[config.mk]
export PLATFORM = sky130hd
export DESIGN_NAME = game_judge_flat
export DESIGN_NICKNAME = d
export VERILOG_FILES = /design/src/rtl/game_judge_if.sv /design/src/rtl/game_judge.sv /design/src/flat_wrapper.sv
export SDC_FILE = /design/constraint.sdc
export NUM_CORES = 1
export LEC_CHECK = 0
export CORE_MARGIN = 4
export CORE_UTILIZATION = 25
export CTS_CLUSTER_SIZE = 20
export DETAILED_ROUTE_END_ITERATION = 8
export MAX_ROUTING_LAYER = met4
export PLACE_DENSITY = 0.48
export SYNTH_ARGS = -nofsm -noshare
export SYNTH_HDL_FRONTEND = slang
export SYNTH_SLANG_ARGS = --single-unit
[constraint.sdc]
create_clock -name clock -period 5.8 [get_ports clock]
set_input_delay 0.87 -clock clock [delete_from_list [all_inputs] [get_ports clock]]
set_output_delay 0.87 -clock clock [all_outputs]
set_load 0.02 [all_outputs]
[src/rtl/game_judge_if.sv]
// Signal bundle between the debounced buttons / start control and the round judge.
// No valid/ready handshake: start and buttons are levels sampled every rising clock
// edge; right/wrong are one-cycle pulses; every other judge output is a held level.
interface game_judge_if;
  logic       start;
  logic       button_left;
  logic       button_right;
  logic [1:0] target;
  logic       right;
  logic       wrong;
  logic [3:0] score;
  logic [3:0] score10;
  logic [1:0] lives_left;
  logic [2:0] state;
  logic       game_over;

  modport slave (
    input  start, button_left, button_right,
    output target, right, wrong, score, score10, lives_left, state, game_over
  );

  modport master (
    output start, button_left, button_right,
    input  target, right, wrong, score, score10, lives_left, state, game_over
  );
endinterface

[src/rtl/game_judge.sv]
// Round controller for the two-button reaction game: random target, timed response
// window, first-press judging, BCD score and lives, game over at zero lives.
module game_judge #(
  parameter int unsigned WINDOW = 50_000_000,
  parameter int unsigned GAP    = 12_500_000,
  parameter int unsigned LIVES  = 3,
  parameter logic [7:0]  SEED   = 8'hA5
) (
  input logic         clock,
  input logic         reset,
  game_judge_if.slave bus
);

  typedef enum logic [2:0] {
    S_IDLE   = 3'd0,
    S_WINDOW = 3'd2,
    S_GAP    = 3'd3,
    S_OVER   = 3'd4
  } state_e;

  localparam logic [31:0] WIN_LOAD   = 32'(WINDOW - 1);
  localparam logic [31:0] GAP_LOAD   = 32'(GAP - 1);
  localparam logic [1:0]  LIVES_INIT = 2'(LIVES);

  state_e      state_q, state_d;
  logic [31:0] timer_q, timer_d;
  logic [7:0]  lfsr_q, lfsr_d;
  logic        btn_l_q, btn_r_q;
  logic [1:0]  target_q, target_d;
  logic        right_q, right_d;
  logic        wrong_q, wrong_d;
  logic [3:0]  score_q, score_d;
  logic [3:0]  score10_q, score10_d;
  logic [1:0]  lives_q, lives_d;

  logic       ev_l, ev_r, ev_tgt, ev_oth;
  logic       hit, miss;
  logic [1:0] new_target;

  // Previous samples reset high so a button held through reset is not a press.
  assign ev_l       = bus.button_left  & ~btn_l_q;
  assign ev_r       = bus.button_right & ~btn_r_q;
  assign ev_tgt     = (target_q == 2'b10) ? ev_l : ev_r;
  assign ev_oth     = (target_q == 2'b10) ? ev_r : ev_l;
  assign new_target = lfsr_q[0] ? 2'b10 : 2'b01;
  assign lfsr_d     = {lfsr_q[6:0], lfsr_q[7] ^ lfsr_q[5] ^ lfsr_q[4] ^ lfsr_q[3]};

  always_comb begin
    state_d   = state_q;
    timer_d   = timer_q;
    target_d  = target_q;
    score_d   = score_q;
    score10_d = score10_q;
    lives_d   = lives_q;
    right_d   = 1'b0;
    wrong_d   = 1'b0;
    hit       = 1'b0;
    miss      = 1'b0;

    case (state_q)
      S_IDLE, S_OVER: begin
        target_d = 2'b00;
        if (bus.start) begin
          state_d   = S_WINDOW;
          timer_d   = WIN_LOAD;
          target_d  = new_target;
          score_d   = 4'd0;
          score10_d = 4'd0;
          lives_d   = LIVES_INIT;
        end
      end
      S_WINDOW: begin
        timer_d = timer_q - 32'd1;
        // A press in the final cycle is judged; the timeout only counts when nothing was pressed.
        if (ev_l || ev_r) begin
          hit  = ev_tgt & ~ev_oth;
          miss = ~(ev_tgt & ~ev_oth);
        end else if (timer_q == 32'd0) begin
          miss = 1'b1;
        end
        if (hit || miss) begin
          state_d  = S_GAP;
          timer_d  = GAP_LOAD;
          target_d = 2'b00;
        end
      end
      S_GAP: begin
        target_d = 2'b00;
        if (timer_q == 32'd0) begin
          if (lives_q == 2'd0) begin
            state_d = S_OVER;
          end else begin
            state_d  = S_WINDOW;
            timer_d  = WIN_LOAD;
            target_d = new_target;
          end
        end else begin
          timer_d = timer_q - 32'd1;
        end
      end
      default: begin
        state_d  = S_IDLE;
        target_d = 2'b00;
      end
    endcase

    if (hit) begin
      right_d = 1'b1;
      if (!(score10_q == 4'd9 && score_q == 4'd9)) begin
        if (score_q == 4'd9) begin
          score_d   = 4'd0;
          score10_d = score10_q + 4'd1;
        end else begin
          score_d = score_q + 4'd1;
        end
      end
    end

    if (miss) begin
      wrong_d = 1'b1;
      if (lives_q != 2'd0) lives_d = lives_q - 2'd1;
    end
  end

  always_ff @(posedge clock) begin
    if (reset) begin
      state_q   <= S_IDLE;
      timer_q   <= 32'd0;
      lfsr_q    <= SEED;
      btn_l_q   <= 1'b1;
      btn_r_q   <= 1'b1;
      target_q  <= 2'b00;
      right_q   <= 1'b0;
      wrong_q   <= 1'b0;
      score_q   <= 4'd0;
      score10_q <= 4'd0;
      lives_q   <= LIVES_INIT;
    end else begin
      state_q   <= state_d;
      timer_q   <= timer_d;
      lfsr_q    <= lfsr_d;
      btn_l_q   <= bus.button_left;
      btn_r_q   <= bus.button_right;
      target_q  <= target_d;
      right_q   <= right_d;
      wrong_q   <= wrong_d;
      score_q   <= score_d;
      score10_q <= score10_d;
      lives_q   <= lives_d;
    end
  end

  assign bus.target     = target_q;
  assign bus.right      = right_q;
  assign bus.wrong      = wrong_q;
  assign bus.score      = score_q;
  assign bus.score10    = score10_q;
  assign bus.lives_left = lives_q;
  assign bus.state      = state_q;
  assign bus.game_over  = (state_q == S_OVER);

endmodule

[src/flat_wrapper.sv]
// flat-port wrapper written by rule: the top's interface ports become plain ports
module game_judge_flat 
#(
  parameter int unsigned WINDOW = 50_000_000,
  parameter int unsigned GAP    = 12_500_000,
  parameter int unsigned LIVES  = 3,
  parameter logic [7:0]  SEED   = 8'hA5
)
  (clock, reset, bus_start, bus_button_left, bus_button_right, bus_target, bus_right, bus_wrong, bus_score, bus_score10, bus_lives_left, bus_state, bus_game_over);
  game_judge_if bus_i ();
  input logic clock;
  input logic reset;
  input wire logic [$bits(bus_i.start)-1:0] bus_start;
  input wire logic [$bits(bus_i.button_left)-1:0] bus_button_left;
  input wire logic [$bits(bus_i.button_right)-1:0] bus_button_right;
  output wire logic [$bits(bus_i.target)-1:0] bus_target;
  output wire logic [$bits(bus_i.right)-1:0] bus_right;
  output wire logic [$bits(bus_i.wrong)-1:0] bus_wrong;
  output wire logic [$bits(bus_i.score)-1:0] bus_score;
  output wire logic [$bits(bus_i.score10)-1:0] bus_score10;
  output wire logic [$bits(bus_i.lives_left)-1:0] bus_lives_left;
  output wire logic [$bits(bus_i.state)-1:0] bus_state;
  output wire logic [$bits(bus_i.game_over)-1:0] bus_game_over;
  assign bus_i.start = bus_start;
  assign bus_i.button_left = bus_button_left;
  assign bus_i.button_right = bus_button_right;
  assign bus_target = bus_i.target;
  assign bus_right = bus_i.right;
  assign bus_wrong = bus_i.wrong;
  assign bus_score = bus_i.score;
  assign bus_score10 = bus_i.score10;
  assign bus_lives_left = bus_i.lives_left;
  assign bus_state = bus_i.state;
  assign bus_game_over = bus_i.game_over;
  game_judge #(.WINDOW(WINDOW), .GAP(GAP), .LIVES(LIVES), .SEED(SEED)) u_core (.clock(clock), .reset(reset), .bus(bus_i));
endmodule
**M4 wires**

Supply wires on this layer in gray.
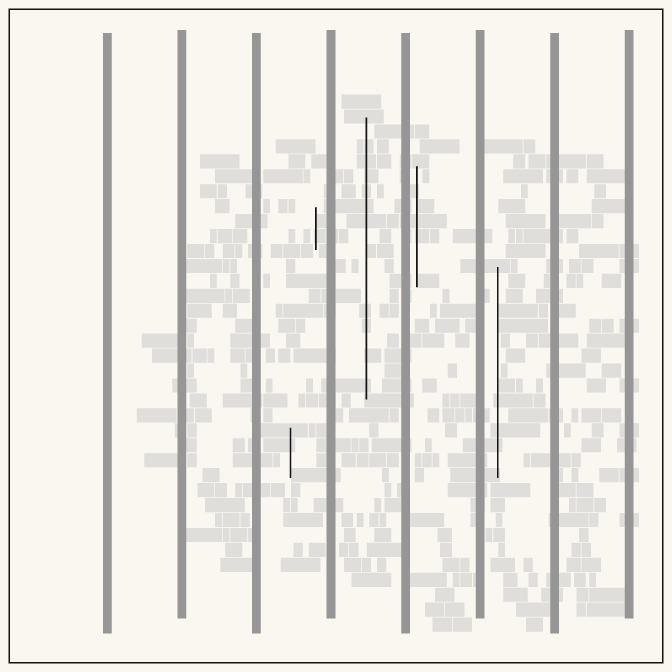
share of all routed wire: 1.6%
nets with wire on the layer: 3
wire length on this layer: 127 um
main direction: vertical
longest straight run: 51.0 um
final wirelength: 7800 um
DR vias: 2,694

**Met3 routing**

The bar under the picture is 20 um long.
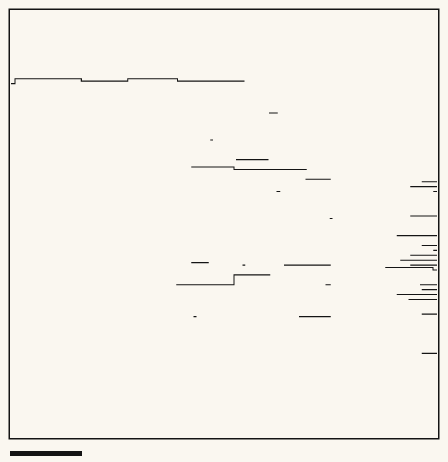
main direction: horizontal
share of all routed wire: 3.6%
nets with wire on the layer: 22
longest straight run: 20.0 um
wire length on this layer: 282 um
GR Util met3: 3.25%

**Cell placement**

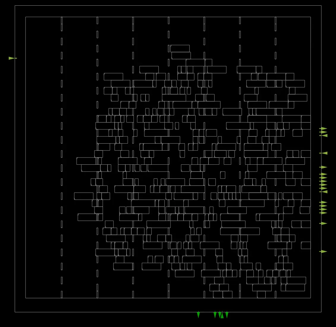
core area: 12,000 um2
tapcells inserted: 147

**Signal wires by layer**

The bar under the picture is 20 um long.
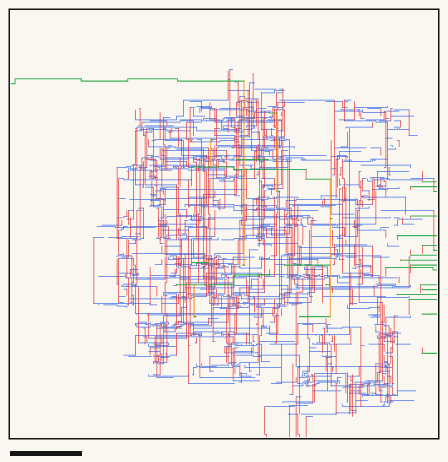
| color | layer | wire length |
|---|---|---|
| red | M2 | 3,560 um |
| orange | M4 | 127 um |
| blue | M1 | 3,830 um |
| green | M3 | 282 um |
total track usage: 11.9%
wire per inst: 14.9 um

==> impl_metrics.toml <==
# synthesis and place-and-route metrics
[status]
status = "finished clean"

[timing]
hold_slack_ps = 405
setup-tns-final_ps = 0
maxSlewViolCount = 0
rsz0062_at_grt = "no"
hold_viol = 0
period_used_pct = 53.7
setup_viol = 0
fin_crit_ps = 3110
fmax_ghz = 0.321
relSlewSlack_pct = 33.2
finClkSkew_ps = 3.93
tightest_slew_ps = 1000

[final_layout]
ff_count = 59
seq_area_share_pct = 32.5
sh_comb_area_pct = 47.7
final-clk-cell-share_pct = 7.20
buffers = 23
layout_top_cells = "dfxtp_1 (59), nor2_1 (37), a21oi_1 (29)"
drive_gt1_share_pct = 9.79
seqCellArea_um2 = 1180
lay_top_count = "dfxtp_1"
final_util_pct = 30.2
largest_class = "combinational gates"
fillCellCount = 1286
area_delta_synth_final_pct = 18.6
layout.nets = 382
n_antenna_cell = 0
logic_gates = 269
buffer_area_share_pct = 6.27
logic_area_um2 = 1730
nNonClkInverters = 12
nClkBuffers = 12

[hold_path]
hold_end = "u_core.lfsr_q[2]"
min_from = "u_core.lfsr_q[1]"
hold_class = "flop to flop"
whs_path_depth = 1

[clock_network]
cts_inserted_buffers = 9
cts_sinks = 59
clk_latency_ps = 320
clk_pin_slew_ps = 50
postCtsSetupRepairBufs = 0
cts_root_buf = "clkbuf_16"
htreeDepth = 3
cts_tree = "done"
cts_resized = 0
cts-hold-fix-buffers = 0
clk_path_buf_depth = 2

[placed_design]
io_buffer_count = 22
routabilityCongestion = 0.824
dp_hpwl_um = 5380

[drt]
ant_nets = 0
met2_length_um = 3560
drc = 0
firstDrtPassIters = 4
routed_via_density = 5.13
wl_met3_um = 282
top_layer_used = "met4"
wirelength_met1_um = 3830
first_iter_violations = 195

[logic_synthesis]
postSynthAreaPerCell_um2 = 8.53
ys_ff = 59
synth.cell_area_um2 = 3060
async_flop_share_pct = 0
fp_nets = 367
synthCells = 359
ys_area_um2 = 3060
edf_count = 0
postSynthSeqShare_pct = 38.6
ys_cells = 359
yosysUniqueCellTypes = 70
ff_type = "dfxtp_1"
yosysWarningCount = 0

[worst_setup_path]
crit_slowest_cell = "a21oi_1"
worst_setup_path_end_kind = "flop"
path_class = "input port to flop"
arrival_ps = 3330
rrSetupSlack_ps = 2960
crit_chain = "clkdlybuf4s50_1, nor2b_1, a21oi_1, o21ai_0, a21oi_1, o21ai_0, a311oi_1"
r2r-start = "u_core.timer_q[0]"
critPathRequiredTime_ps = 6020
setup.worst_path.start_class = "input port"
rr_worst_depth = 8
timing.critical_path.fanout_max = 8
max_stage_delay_ps = 630
r2r-end = "u_core.timer_q[25]"

[job]
max-cap-violations = 0
warning_count = 27

[global_route]
grt_overflow = 0
antenna_found_initial = 0
grt_pass1_wl_um = 13400
grt-busiest-layer = "met2"
use_met2_pct = 17.8
grt_util_met1_pct = 15.4
grt_max_degree = 25
grt_pass1_vias = 2577

[floorplan]
die_x_um = 119
io-pin-count = 23
die_h_um = 119
initCoreUtil_pct = 25.5
rows = 40
chipArea_um2 = 14100

[power]
finalPower_mw = 1.10
max-vdd-ir-drop_v = 0.000144
powerDensity_nw_per_um2 = 303
p_leak_nw = 1.28
## cells by family (layout without fill, tap and decap cells)
logic type               Yosys count  count (layout)  synth area share (%)
buffers and inverters             31              50                  4.90
flip-flops                        59              59                  38.6
AND/OR/NAND/NOR                  154             154                  29.0
XOR/XNOR                          17              17                  4.86
multiplexers                       1               1                 0.327
AND-OR/OR-AND                     94              94                  21.1
adder cells (fa/ha/maj)            3               3                  1.23
## where the power goes
group | switching, mW | leakage [nW] | internal, mW | total (mW)
registers | 0.0253 | 0.485 | 0.435 | 0.460
clock network | 0.174 | 0.132 | 0.296 | 0.470
logic | 0.105 | 0.666 | 0.0641 | 0.170
total | 0.305 | 1.28 | 0.795 | 1.10
## how the worst max path moves through the flow
stage	cells after the start	to	slack, ps	startpoint
2_1_floorplan	6	u_core.bus.score10[2]	3340	bus_button_left
3_3_place_gp	7	u_core.timer_q[30]	2390	bus_button_left
3_5_place_dp	7	u_core.timer_q[30]	2330	bus_button_left
4_1_cts	7	u_core.timer_q[30]	2680	bus_button_left
5_1_grt	7	u_core.timer_q[30]	2430	bus_button_left
6_report	7	u_core.timer_q[30]	2690	bus_button_left
## state kept, by name, indices dropped and copies added, names as in the netlist
register	flops
u_core.bus.right	1
u_core.lfsr_q	8
u_core.btn_r_q	1
u_core.bus.wrong	1
u_core.timer_q	32
u_core.bus.score10	4
u_core.btn_l_q	1
u_core.bus.target	2
u_core.bus.state	3
u_core.bus.score	4
u_core.bus.lives_left	2
## critical path: cells and delay by family
family / cells / cell delay, ps
buffers and inverters: 1 / 400
AND-OR/OR-AND: 5 / 1890
AND/OR/NAND/NOR: 1 / 160
## metrics by stage
step / worst slack [ps] / cell area (um2) / cells
5_1_grt: 2430 / 3630 / 525
3_5_place_dp: 2330 / 3370 / 510
2_1_floorplan: 3340 / 3060 / 359
6_report: 2690 / 3630 / 525
3_3_place_gp: 2390 / 3370 / 510
4_1_cts: 2680 / 3630 / 525
## synthesized netlist by cell type, drive strengths merged, types with 2 or more instances
cell | n | area [um2]
dfxtp | 59 | 1180
nor2 | 38 | 150
a21oi | 30 | 154
nand2 | 24 | 100
nand3 | 13 | 70.1
o21ai | 13 | 65.1
inv | 12 | 45.0
nand4 | 11 | 75.1
xor2 | 11 | 96.3
clkbuf | 10 | 37.5
buf | 9 | 67.6
nor3 | 9 | 50.1
nor4 | 9 | 77.6
nor2b | 8 | 50.1
a311oi | 6 | 52.6
a31oi | 6 | 37.5
and2 | 6 | 40.0
or4 | 6 | 45.0
xnor2 | 6 | 52.6
nand3b | 5 | 37.5
o21a | 5 | 37.5
or2 | 5 | 31.3
or3 | 5 | 31.3
nand2b | 4 | 25.0
o211ai | 4 | 35.0
a211oi | 3 | 22.5
a221oi | 3 | 26.3
a32oi | 3 | 26.3
and3 | 3 | 18.8
ha | 3 | 37.5
a21boi | 2 | 15.0
a21o | 2 | 22.5
a41oi | 2 | 17.5
nand4b | 2 | 17.5
nor4b | 2 | 32.5
o22ai | 2 | 12.5
o32ai | 2 | 25.0
or3b | 2 | 17.5
Power and IR drop assume default switching activity.
